Figure 1. Ports around the boundary.
Pins as bars across the die edge, other pins in gray.
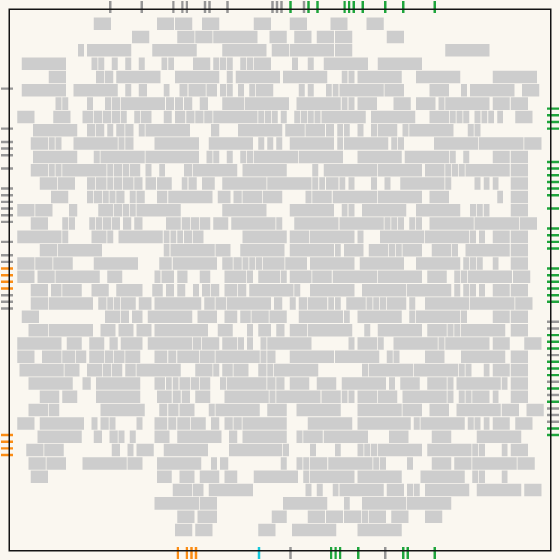
Figure 2. Cell placement.
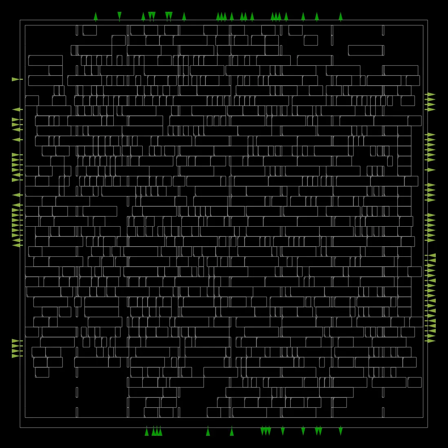
--- src/rtl/drlp_img_loader_if.sv ---
// ============================================================================
// Module      : drlp_img_loader_if
// Description : Pixel stream (valid/ready) and image-buffer write bus.
// Revision    : 1.0  initial release
// ============================================================================
`default_nettype none

interface drlp_img_loader_if #(
   parameter int DATA_WIDTH = 8,
   parameter int ADDR_WIDTH = 12,
   parameter int LANES      = 6
);
   logic                        px_valid;
   logic [DATA_WIDTH-1:0]       px_data;
   logic                        px_ready;
   logic                        wr_en;
   logic [ADDR_WIDTH-1:0]       wr_addr;
   logic [DATA_WIDTH*LANES-1:0] wr_data;

   // master = the loader; slave = pixel source plus buffer
   modport master (
      input  px_valid, px_data,
      output px_ready, wr_en, wr_addr, wr_data
   );

   modport slave (
      output px_valid, px_data,
      input  px_ready, wr_en, wr_addr, wr_data
   );
endinterface

`default_nettype wire

--- src/rtl/drlp_img_loader.sv ---
// ============================================================================
// Module      : drlp_img_loader
// Description : Packs LANES pixels per buffer word and writes one job of words.
// Revision    : 1.0  initial release
// ============================================================================
`default_nettype none

module drlp_img_loader #(
   parameter int DATA_WIDTH = 8,
   parameter int ADDR_WIDTH = 12,
   parameter int LANES      = 6
) (
   input  wire logic                  i_clk,
   input  wire logic                  i_rst,
   input  wire logic                  i_start,
   input  wire logic                  i_abort,
   input  wire logic [ADDR_WIDTH-1:0] i_base_addr,
   input  wire logic [ADDR_WIDTH-1:0] i_num_words,
   drlp_img_loader_if.master          bus,
   output logic                       o_busy,
   output logic                       o_done
);
   localparam int WORD_W = DATA_WIDTH * LANES;
   localparam int LANE_W = (LANES > 1) ? $clog2(LANES) : 1;
   localparam logic [LANE_W-1:0]     c_LAST_LANE = LANE_W'(LANES - 1);
   localparam logic [ADDR_WIDTH-1:0] c_ONE       = ADDR_WIDTH'(1);

   typedef enum logic [0:0] {
      S_IDLE = 1'b0,
      S_LOAD = 1'b1
   } state_t;

   state_t                r_state;
   state_t                w_state_nxt;
   logic                  w_ready;
   logic                  w_busy;
   logic                  w_acc;
   logic                  w_word_end;
   logic                  w_job_end;
   logic [ADDR_WIDTH-1:0] w_words_inc;
   logic [WORD_W-1:0]     w_word;

   logic [LANE_W-1:0]     r_lane;
   logic [ADDR_WIDTH-1:0] r_words;
   logic [ADDR_WIDTH-1:0] r_num;
   logic [ADDR_WIDTH-1:0] r_addr;
   logic [WORD_W-1:0]     r_pack;
   logic                  r_wr_en;
   logic [ADDR_WIDTH-1:0] r_wr_addr;
   logic [WORD_W-1:0]     r_wr_data;
   logic                  r_done;

   // Accept is derived from the state register directly so it never loops
   // back through the next-state logic.
   assign w_acc       = (r_state == S_LOAD) & ~i_abort & bus.px_valid;
   assign w_word_end  = w_acc & (r_lane == c_LAST_LANE);
   assign w_words_inc = r_words + c_ONE;
   assign w_job_end   = (w_words_inc == r_num);

   always_comb begin
      w_word = r_pack;
      w_word[(LANES-1)*DATA_WIDTH +: DATA_WIDTH] = bus.px_data;
   end

   always_ff @(posedge i_clk or posedge i_rst) begin
      if (i_rst) r_state <= S_IDLE;
      else       r_state <= w_state_nxt;
   end

   always_comb begin
      w_state_nxt = r_state;
      w_ready     = 1'b0;
      w_busy      = 1'b0;
      case (r_state)
         S_IDLE: begin
            if (i_start && (i_num_words != '0)) w_state_nxt = S_LOAD;
         end
         S_LOAD: begin
            w_busy  = 1'b1;
            w_ready = ~i_abort;
            if (i_abort)                      w_state_nxt = S_IDLE;
            else if (w_word_end && w_job_end) w_state_nxt = S_IDLE;
         end
         default: w_state_nxt = S_IDLE;
      endcase
   end

   always_ff @(posedge i_clk or posedge i_rst) begin
      if (i_rst) begin
         r_lane    <= '0;
         r_words   <= '0;
         r_num     <= '0;
         r_addr    <= '0;
         r_pack    <= '0;
         r_wr_en   <= 1'b0;
         r_wr_addr <= '0;
         r_wr_data <= '0;
         r_done    <= 1'b0;
      end else begin
         r_wr_en <= 1'b0;
         r_done  <= 1'b0;
         if (r_state == S_IDLE) begin
            if (i_start) begin
               if (i_num_words == '0) begin
                  r_done <= 1'b1;
               end else begin
                  r_num   <= i_num_words;
                  r_addr  <= i_base_addr;
                  r_words <= '0;
                  r_lane  <= '0;
               end
            end
         end else if (i_abort) begin
            r_lane <= '0;
         end else if (w_acc) begin
            for (int k = 0; k < LANES; k++) begin
               if (r_lane == LANE_W'(k)) r_pack[k*DATA_WIDTH +: DATA_WIDTH] <= bus.px_data;
            end
            if (w_word_end) begin
               r_lane    <= '0;
               r_wr_en   <= 1'b1;
               r_wr_addr <= r_addr;
               r_wr_data <= w_word;
               r_addr    <= r_addr + c_ONE;
               r_words   <= w_words_inc;
               r_done    <= w_job_end;
            end else begin
               r_lane <= r_lane + LANE_W'(1);
            end
         end
      end
   end

   assign bus.px_ready = w_ready;
   assign bus.wr_en    = r_wr_en;
   assign bus.wr_addr  = r_wr_addr;
   assign bus.wr_data  = r_wr_data;
   assign o_busy       = w_busy;
   assign o_done       = r_done;
endmodule

`default_nettype wire

--- src/flat_wrapper.sv ---
// flat-port wrapper written by rule: the top's interface ports become plain ports
module drlp_img_loader_flat 
#(
   parameter int DATA_WIDTH = 8,
   parameter int ADDR_WIDTH = 12,
   parameter int LANES      = 6
)
  (i_clk, i_rst, i_start, i_abort, i_base_addr, i_num_words, o_busy, o_done, bus_px_valid, bus_px_data, bus_px_ready, bus_wr_en, bus_wr_addr, bus_wr_data);
  drlp_img_loader_if #(.DATA_WIDTH(DATA_WIDTH), .ADDR_WIDTH(ADDR_WIDTH), .LANES(LANES)) bus_i ();
  input  wire logic i_clk;
  input  wire logic i_rst;
  input  wire logic i_start;
  input  wire logic i_abort;
  input  wire logic [ADDR_WIDTH-1:0] i_base_addr;
  input  wire logic [ADDR_WIDTH-1:0] i_num_words;
  output logic o_busy;
  output logic o_done;
  input wire logic [$bits(bus_i.px_valid)-1:0] bus_px_valid;
  input wire logic [$bits(bus_i.px_data)-1:0] bus_px_data;
  output wire logic [$bits(bus_i.px_ready)-1:0] bus_px_ready;
  output wire logic [$bits(bus_i.wr_en)-1:0] bus_wr_en;
  output wire logic [$bits(bus_i.wr_addr)-1:0] bus_wr_addr;
  output wire logic [$bits(bus_i.wr_data)-1:0] bus_wr_data;
  assign bus_i.px_valid = bus_px_valid;
  assign bus_i.px_data = bus_px_data;
  assign bus_px_ready = bus_i.px_ready;
  assign bus_wr_en = bus_i.wr_en;
  assign bus_wr_addr = bus_i.wr_addr;
  assign bus_wr_data = bus_i.wr_data;
  drlp_img_loader #(.DATA_WIDTH(DATA_WIDTH), .ADDR_WIDTH(ADDR_WIDTH), .LANES(LANES)) u_core (.i_clk(i_clk), .i_rst(i_rst), .i_start(i_start), .i_abort(i_abort), .i_base_addr(i_base_addr), .i_num_words(i_num_words), .bus(bus_i), .o_busy(o_busy), .o_done(o_done));
endmodule
--- config.mk ---
export PLATFORM = sky130hd
export DESIGN_NAME = drlp_img_loader_flat
export DESIGN_NICKNAME = d
export VERILOG_FILES = /design/src/rtl/drlp_img_loader_if.sv /design/src/rtl/drlp_img_loader.sv /design/src/flat_wrapper.sv
export SDC_FILE = /design/constraint.sdc
export NUM_CORES = 1
export LEC_CHECK = 0
export ABC_AREA = 0
export CORE_UTILIZATION = 53
export CTS_BUF_LIST = sky130_fd_sc_hd__clkbuf_16
export CTS_CLUSTER_DIAMETER = 100
export DETAILED_ROUTE_END_ITERATION = 10
export PLACE_DENSITY = 0.79
export SLEW_MARGIN = 30
export SYNTH_ARGS = -nofsm -noshare
export SYNTH_HDL_FRONTEND = slang
export SYNTH_SLANG_ARGS = --single-unit
--- constraint.sdc ---
create_clock -name i_clk -period 5.2 [get_ports i_clk]
set_clock_uncertainty 0.05 [all_clocks]
set_input_delay 0.52 -clock i_clk [delete_from_list [all_inputs] [get_ports i_clk]]
set_output_delay 0.52 -clock i_clk [all_outputs]
set_load 0.02 [all_outputs]
==> results.cfg <==
; generated from flow reports
[outcome]
run_status = completed

[setup_path]
setup.worst_path.end_class = flip-flop
ff2ff_setup_slack_ns = 1.93
critical_path.reg2reg.startpoint = u_core.r_state$_DFF_PP0_
cp_num_cells = 6
worst-r2r-cell-count = 6

[worst_hold_path]
min_from = u_core.r_pack[30]$_DFFE_PP0P_

[detailed_routing]
wl_per_cell_um = 16.7
wl_met3_um = 761

[pwr]
ir_worst_vdd_mv = 0.194
clock_net_power_mw = 1.29
power_mw = 3.07
comb-power_mw = 0.387
internal_power_mw = 2.30

[synthesis]
synth.comb.largest_family = simple AND/OR/NAND/NOR gates
async_flop_share = 1.00
flops_out_of_synthesis = 142
postSynthCellCount = 618
yosys.area_share.adder = 0.0161
yosys.area_share.aoi = 0.0818

[timing]
post-route-period-util = 0.628
setup_viol = 0
grt_setup_unrepaired = no

[clock_tree]
clk_pin_slew_worst_paths_ns = 0.06
cts_buffers = 17

[run]
drv_cap = 0

[finish]
drive_gt1_frac = 0.133
nonClockInverterCount = 9
number_of_antenna_cells_inserted = 0

[global_route]
gr-max-usage-layer = met2
grt_util_met3 = 0.0582

[floorplan]
num_io_pins = 101
Back to the opening pictures, Figure 1:
i_rst: drawn in cyan, pins 1, direction input, edge bottom. bus_wr_data: drawn in green, pins 48, direction output, edge 31 right, 10 top, 7 bottom. i_num_words: drawn in orange, pins 12, direction input, edge 8 left, 4 bottom.
All pins by edge: 39 right, 26 left, 22 top, 14 bottom.
number of I/O port buffers: 100
Die X: 110 µm
die span in y: 110 µm

Back to the opening pictures, Figure 2:
final cell count without fillers: 867
sequential share of cell area: 0.447
sequential cell count: 142
fillers: 864

metrics by stage:
stage / util / cell area [µm²]
4_1_cts: 0.696 / 7950
5_1_grt: 0.696 / 7950
3_5_place_dp: 0.642 / 7330
6_report: 0.696 / 7950
3_3_place_gp: 0.640 / 7310
2_1_floorplan: - / 6210
sequential cells by signal, summed over array words and instances (netlist names):
| name | flops |
|---|---|
| u_core.bus.wr_addr | 12 |
| u_core.bus.wr_data | 48 |
| u_core.bus.wr_en | 1 |
| u_core.o_done | 1 |
| u_core.r_addr | 12 |
| u_core.r_lane | 3 |
| u_core.r_num | 12 |
| u_core.r_pack | 40 |
| u_core.r_state | 1 |
| u_core.r_words | 12 |
